--- config.mk ---
export PLATFORM = sky130hd
export DESIGN_NAME = serial_addsub
export DESIGN_NICKNAME = d
export VERILOG_FILES = /design/src/rtl/serial_addsub.sv
export SDC_FILE = /design/constraint.sdc
export NUM_CORES = 1
export LEC_CHECK = 0
export CAP_MARGIN = 20
export CORE_MARGIN = 2
export CORE_UTILIZATION = 45
export CTS_BUF_LIST = sky130_fd_sc_hd__clkbuf_8 sky130_fd_sc_hd__clkbuf_16
export CTS_CLUSTER_DIAMETER = 150
export CTS_CLUSTER_SIZE = 8
export DETAILED_ROUTE_END_ITERATION = 6
export GPL_TIMING_DRIVEN = 0
export PLACE_DENSITY = 0.7
export SLEW_MARGIN = 30
export SYNTH_ARGS = -nofsm -noshare
export SYNTH_HDL_FRONTEND = slang
export SYNTH_SLANG_ARGS = --single-unit
--- constraint.sdc ---
create_clock -name clk -period 3.38 [get_ports clk]
set_input_delay 0.845 -clock clk [delete_from_list [all_inputs] [get_ports clk]]
set_output_delay 0.845 -clock clk [all_outputs]
set_load 0.01 [all_outputs]
--- src/rtl/serial_addsub.sv ---
// Digit-serial adder/subtractor: one DIGIT-wide slice per cycle through a single
// registered carry, with a start/busy/done handshake and held results.
module serial_addsub #(
  parameter int WIDTH = 16,
  parameter int DIGIT = 4
) (
  input  logic             clk,
  input  logic             rst,
  input  logic             start,
  input  logic             sub,
  input  logic             carry_in,
  input  logic [WIDTH-1:0] x,
  input  logic [WIDTH-1:0] y,
  output logic             busy,
  output logic             done,
  output logic [WIDTH-1:0] s,
  output logic             carry_out,
  output logic             overflow,
  output logic [1:0]       state_dbg
);

  // Handshake: start is taken on a rising edge only when busy = 0 (IDLE or DONE);
  // done is a one-cycle pulse and s/carry_out/overflow hold until the next done.
  localparam int N  = WIDTH / DIGIT;
  localparam int CW = (N > 1) ? $clog2(N) : 1;

  typedef enum logic [1:0] {
    IDLE = 2'd0,
    RUN  = 2'd1,
    DONE = 2'd2
  } state_t;

  state_t           state;
  state_t           state_nxt;
  logic [CW-1:0]    cnt;
  logic [WIDTH-1:0] a_q;
  logic [WIDTH-1:0] b_q;
  logic [WIDTH-1:0] r_q;
  logic             c_q;

  logic             accept;
  logic             last;
  logic [DIGIT:0]   dsum;
  logic             msb_cin;
  logic [WIDTH-1:0] r_nxt;

  assign accept = start && (state != RUN);
  assign last   = (cnt == CW'(N - 1));
  assign dsum   = {1'b0, a_q[DIGIT-1:0]} + {1'b0, b_q[DIGIT-1:0]} + {{DIGIT{1'b0}}, c_q};
  // Carry into the top bit of the digit, recovered from the sum bit and its operands.
  assign msb_cin = dsum[DIGIT-1] ^ a_q[DIGIT-1] ^ b_q[DIGIT-1];
  assign r_nxt   = (r_q >> DIGIT) | (WIDTH'(dsum[DIGIT-1:0]) << (WIDTH - DIGIT));

  always_ff @(posedge clk) begin
    if (rst) begin
      state <= IDLE;
    end else begin
      state <= state_nxt;
    end
  end

  always_comb begin
    state_nxt = state;
    case (state)
      IDLE:    state_nxt = accept ? RUN : IDLE;
      RUN:     state_nxt = last ? DONE : RUN;
      DONE:    state_nxt = accept ? RUN : IDLE;
      default: state_nxt = IDLE;
    endcase
  end

  always_comb begin
    busy      = (state == RUN);
    done      = (state == DONE);
    state_dbg = state;
  end

  always_ff @(posedge clk) begin
    if (rst) begin
      cnt       <= '0;
      c_q       <= 1'b0;
      a_q       <= '0;
      b_q       <= '0;
      r_q       <= '0;
      s         <= '0;
      carry_out <= 1'b0;
      overflow  <= 1'b0;
    end else if (state != RUN) begin
      if (accept) begin
        a_q <= x;
        b_q <= sub ? ~y : y;
        c_q <= carry_in ^ sub;
        cnt <= '0;
      end
    end else begin
      a_q <= a_q >> DIGIT;
      b_q <= b_q >> DIGIT;
      r_q <= r_nxt;
      c_q <= dsum[DIGIT];
      cnt <= cnt + 1'b1;
      if (last) begin
        s         <= r_nxt;
        carry_out <= dsum[DIGIT];
        overflow  <= msb_cin ^ dsum[DIGIT];
      end
    end
  end

endmodule
==> results.sh, run 1 <==
# implementation run metrics
export IMPL_cts_buffers=9
export IMPL_fa_ha_area_share_pct=3.035
export IMPL_top_logic_kind="AND-OR/OR-AND gates"
export IMPL_die_area_mm2=0.007261
export IMPL_arrival_ps=1770
export IMPL_simple_gate_share_pct=16.23
export IMPL_row_count=29
export IMPL_die_w_um=85.21
export IMPL_htree_num_levels=3
export IMPL_critical_path_top_delay_family="buffers and inverters"
export IMPL_routedWlPerCell_um=13.16
export IMPL_yosysTopAreaCell="dfxtp_1"
export IMPL_min_path_type="register to register"
export IMPL_postSynthSeqShare_pct=45.19
export IMPL_drtIter0Drc=101
export IMPL_setup_ws_ps=764.9
export IMPL_ff_type="dfxtp_1"
export IMPL_tns_ps=0
export IMPL_fin_hold_ws_ps=453.5
export IMPL_status="finished, final reports clean"
export IMPL_antenna_found_initial=0
export IMPL_criticalPathCategory="register to output port"
export IMPL_dp_hpwl_mm=4.729
export IMPL_cp_max_fo=10
export IMPL_ant_nets=0
export IMPL_mostFrequentLayoutCells="dfxtp_1, nor2_1, clkdlybuf4s50_1"
export IMPL_cts_sinks=67
export IMPL_gp_congestion=0.7955
-- run 1: Yosys cell counts (3+ instances only) --
cell       n
dfxtp_1   67
nor2_1    58
nand2_1   53
a21oi_1   32
a211oi_1  31
xnor2_1   20
mux2i_1   17
buf_2     16
a21oi_2   11
clkbuf_1   5
ha_1       4
buf_6      3
inv_1      3
-- run 1: area by class of cell --
cell class	count	area (um2)	area share, %
sequential	67	1341	35.36
timing repair buffer	55	550.5	14.51
buffer	27	162.7	4.288
multi-input combinational	241	1446	38.13
tap	77	96.34	2.540
clock buffer	11	151.4	3.991
clock inverter	5	27.53	0.7256
inverter	4	17.52	0.4617
-- run 1: where the power goes --
| group | switching (mW) | total (mW) | internal (mW) |
|---|---|---|---|
| Combinational | 0.127 | 0.253 | 0.126 |
| Clock | 0.301 | 0.602 | 0.301 |
| Sequential | 0.0261 | 0.855 | 0.829 |
-- run 1: sequential cells by signal, summed over array words and instances (netlist names), 2 cells and up --
| signal | cells |
|---|---|
| a_q | 16 |
| b_q | 16 |
| cnt | 2 |
| r_q | 12 |
| s | 16 |
| state_dbg | 2 |
-- run 1: cells by family (layout without fill, tap and decap cells) --
logic type	count (synthesis)	after routing
AND/OR/NAND/NOR	120	120
AND-OR/OR-AND	76	76
flip-flops	67	67
buffers and inverters	31	102
XOR/XNOR	22	22
multiplexers	17	17
adder cells (fa/ha/maj)	6	6
-- run 1: worst min-delay path: cells and delay by family, from the launching register on --
family          cells  cell delay (ps)
flops               1              310
simple gates        1               50
compound gates      1               50
-- run 1: through the flow --
| stage | area [um2] | utilization (%) | std cells |
|---|---|---|---|
| floorplan | 2968 | - | 339 |
| global placement | 3615 | 56.93 | 471 |
| detailed placement | 3615 | 56.93 | 471 |
| CTS | 3794 | 59.74 | 487 |
| global route | 3794 | 59.74 | 487 |
| finish | 3794 | 59.74 | 487 |
-- run 1: worst paths after layout --
path	cells past startpoint	slack [ps]	to
worst max-delay path	4	760	busy
worst min-delay path	2	450	s[3]
worst max register to register	8	1350	overflow
worst min register to register	2	450	s[3]
-- run 1: per-layer routing --
metal  part of all wire [%]  wire [um]
met1                     45       2864
met3                    5.8        369
met2                     48       3048
met5                      0          0
met4                    2.0        128
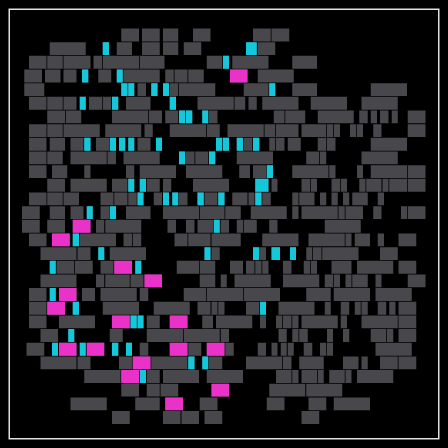
Fig. 1. Gate families picked out (run 1).
[NOR gates] cyan | cells: 61 | most used: nor2_1
[multiplexers] magenta | cells: 17 | most used: mux2i_1

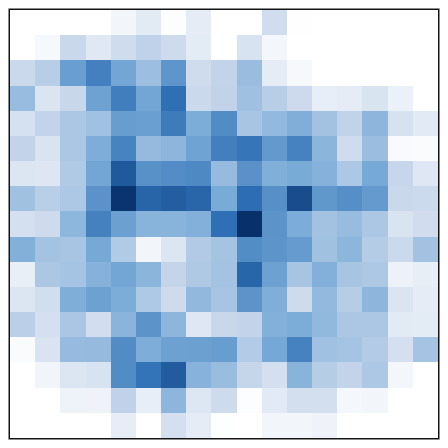
Fig. 2. Routed metal per tile (run 1).
17 x 17 tiles, from white (low) to dark blue (high), scaled to the fullest tile. Values are wire area over tile area, all layers added.
densest ninth of the die: center
tiles over half the peak: 21%
emptiest ninth of the die: upper right

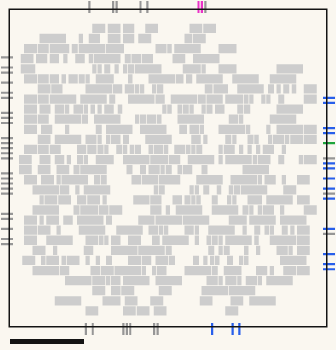
Fig. 3. I/O pins on the die edge (run 1).
Bar = 20 um. Pins as bars across the die edge, other pins in gray.
[state_dbg] magenta | pins: 2 | direction: output | edge: top
[s] blue | pins: 16 | direction: output | edge: 13 right, 3 bottom
[overflow] green | pins: 1 | direction: output | edge: right

--- run 2 (diff from run 1) ---
- clock period: 3.38 -> 2.5 ns (I/O delays scaled with it)
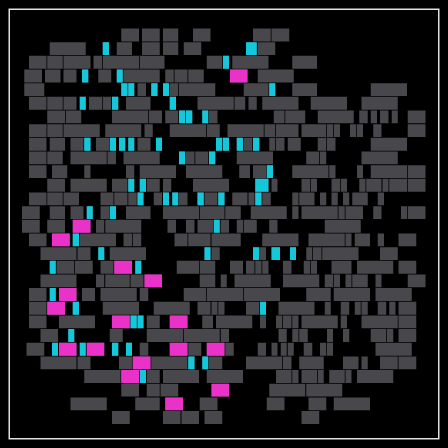
Fig. 4. Gate families picked out (run 2).
[multiplexers] magenta | cells: 17 | most used: mux2i_1
[NOR gates] cyan | cells: 61 | most used: nor2_1

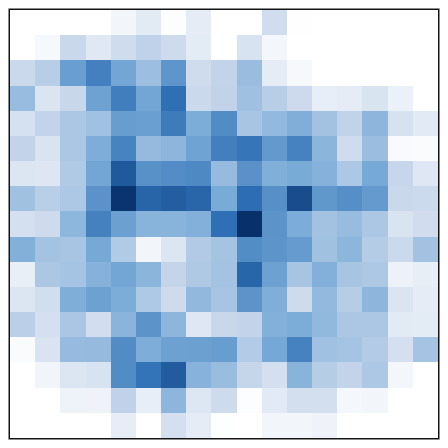
Fig. 5. Routed metal per tile (run 2).
17 x 17 tiles, from white (low) to dark blue (high), scaled to the fullest tile. Values are wire area over tile area, all layers added.
fullest tile: 0.46
emptiest ninth of the die: upper right
tiles over half the peak: 21%
mean over tiles: 0.14
densest ninth of the die: center
nearly empty tiles: 16%

==> results.sh, run 2 <==
# implementation run metrics
export IMPL_status="finished, final reports clean"
export IMPL_min_path_type="register to register"
export IMPL_cts_sinks=67
export IMPL_setup_ws_ps=104.9
export IMPL_dp_hpwl_mm=4.729
export IMPL_postSynthSeqShare_pct=45.19
export IMPL_die_area_mm2=0.007261
export IMPL_fp_util_pct=46.74
export IMPL_htree_num_levels=3
export IMPL_ant_nets=0
export IMPL_drtIter0Drc=101
export IMPL_regArea_mm2=0.001341
export IMPL_rr_worst_depth=8
export IMPL_netlist_instances=339
export IMPL_die_w_um=85.21
export IMPL_largest_registers="a_q (16), b_q (16), s (16)"
export IMPL_placed_cell_area_mm2=0.003615
export IMPL_design_area_mm2=0.003794
export IMPL_cts_buffers=9
export IMPL_viasPerCell=5.049
export IMPL_r2r_end="overflow"
export IMPL_arrival_ps=1770
export IMPL_fin_cells=487
export IMPL_logic_area_mm2=0.001446
export IMPL_top_cells_by_count="dfxtp_1, nor2_1, nand2_1, a21oi_1, a211oi_1"
export IMPL_gp_congestion=0.7955
export IMPL_critical_path_top_delay_family="buffers and inverters"
export IMPL_tns_ps=0
export IMPL_hold_end="s[3]"
export IMPL_mostFrequentLayoutCells="dfxtp_1, nor2_1, clkdlybuf4s50_1"
export IMPL_antenna_found_initial=0
export IMPL_post_place_cells=471
export IMPL_yosysTopAreaCell="dfxtp_1"
export IMPL_top_cell="dfxtp_1"
export IMPL_ff_type="dfxtp_1"
export IMPL_cp_max_fo=10
export IMPL_min_path_cells=2
export IMPL_routedWlPerCell_um=13.16
export IMPL_criticalPathCategory="register to output port"
==> run 2: cell counts in the layout (fill, tap and decap cells not counted) <==
Identical to the previous run, type by type.
==> run 2: cells by family after synthesis <==
kind of cell	count (synthesis)	synth area share, %
xor gates and xnor gates	22	6.746
muxes	17	5.733
and+or+nand+nor	120	16.23
AOI/OAI and AO/OA	76	16.99
DFF	67	45.19
adders and majority gates	6	3.036
buffers and inverters	31	6.071
==> run 2: worst max path at each step <==
| stage | from | to | slack, ps | cells after the start |
|---|---|---|---|---|
| floorplan | a_q[0] | overflow | 670 | 8 |
| global placement | state_dbg[0] | busy | 480 | 4 |
| detailed placement | state_dbg[0] | busy | 460 | 4 |
| CTS | state_dbg[0] | busy | 80 | 4 |
| global route | state_dbg[0] | busy | 5 | 4 |
| finish | state_dbg[0] | busy | 100 | 4 |
==> run 2: area by class of cell <==
cell class | instances | area share [%]
clock buffers | 11 | 3.991
multi-input cells | 241 | 38.13
plain buffers | 27 | 4.288
flip-flops and latches | 67 | 35.36
repair buffers | 55 | 14.51
clock inverters | 5 | 0.7256
inverters | 4 | 0.4617
well taps | 77 | 2.540
==> run 2: worst register-to-register path, delay by kind of cell (launching register included) <==
| family | cells | cell delay (ps) |
|---|---|---|
| adder cells (fa/ha/maj) | 2 | 600 |
| AND/OR/NAND/NOR | 1 | 170 |
| buffers and inverters | 1 | 50 |
| XOR/XNOR | 2 | 280 |
| flip-flops | 1 | 400 |
| AND-OR/OR-AND | 2 | 440 |
==> run 2: stage by stage <==
step | power [mW] | utilization [%] | hold slack (ps)
finish | 2.312 | 59.74 | 453.5
detailed placement | 1.523 | 56.93 | 447.2
global route | 2.426 | 59.74 | 478.5
global placement | 1.516 | 56.93 | 442.1
floorplan | 1.402 | - | 432.1
CTS | 2.330 | 59.74 | 456.9
==> run 2: routing by layer <==
layer,track usage (%),up-vias,part of all wire [%]
met5,0,-,0
met4,8.802,0,2.0
met3,3.891,11,5.8
met2,31.11,73,48
met1,25.17,1106,45
li1,-,1269,-
==> run 2: where the power goes <==
part           switching (mW)  leakage (nW)  total, mW  internal, mW
Clock                   0.407        0.0949      0.813         0.407
Sequential             0.0353         0.548       1.16          1.12
Combinational           0.172         0.797      0.342         0.171
Total                   0.614          1.44       2.31          1.70
Power figures rest on the tool's default switching activity, not on a simulated workload.
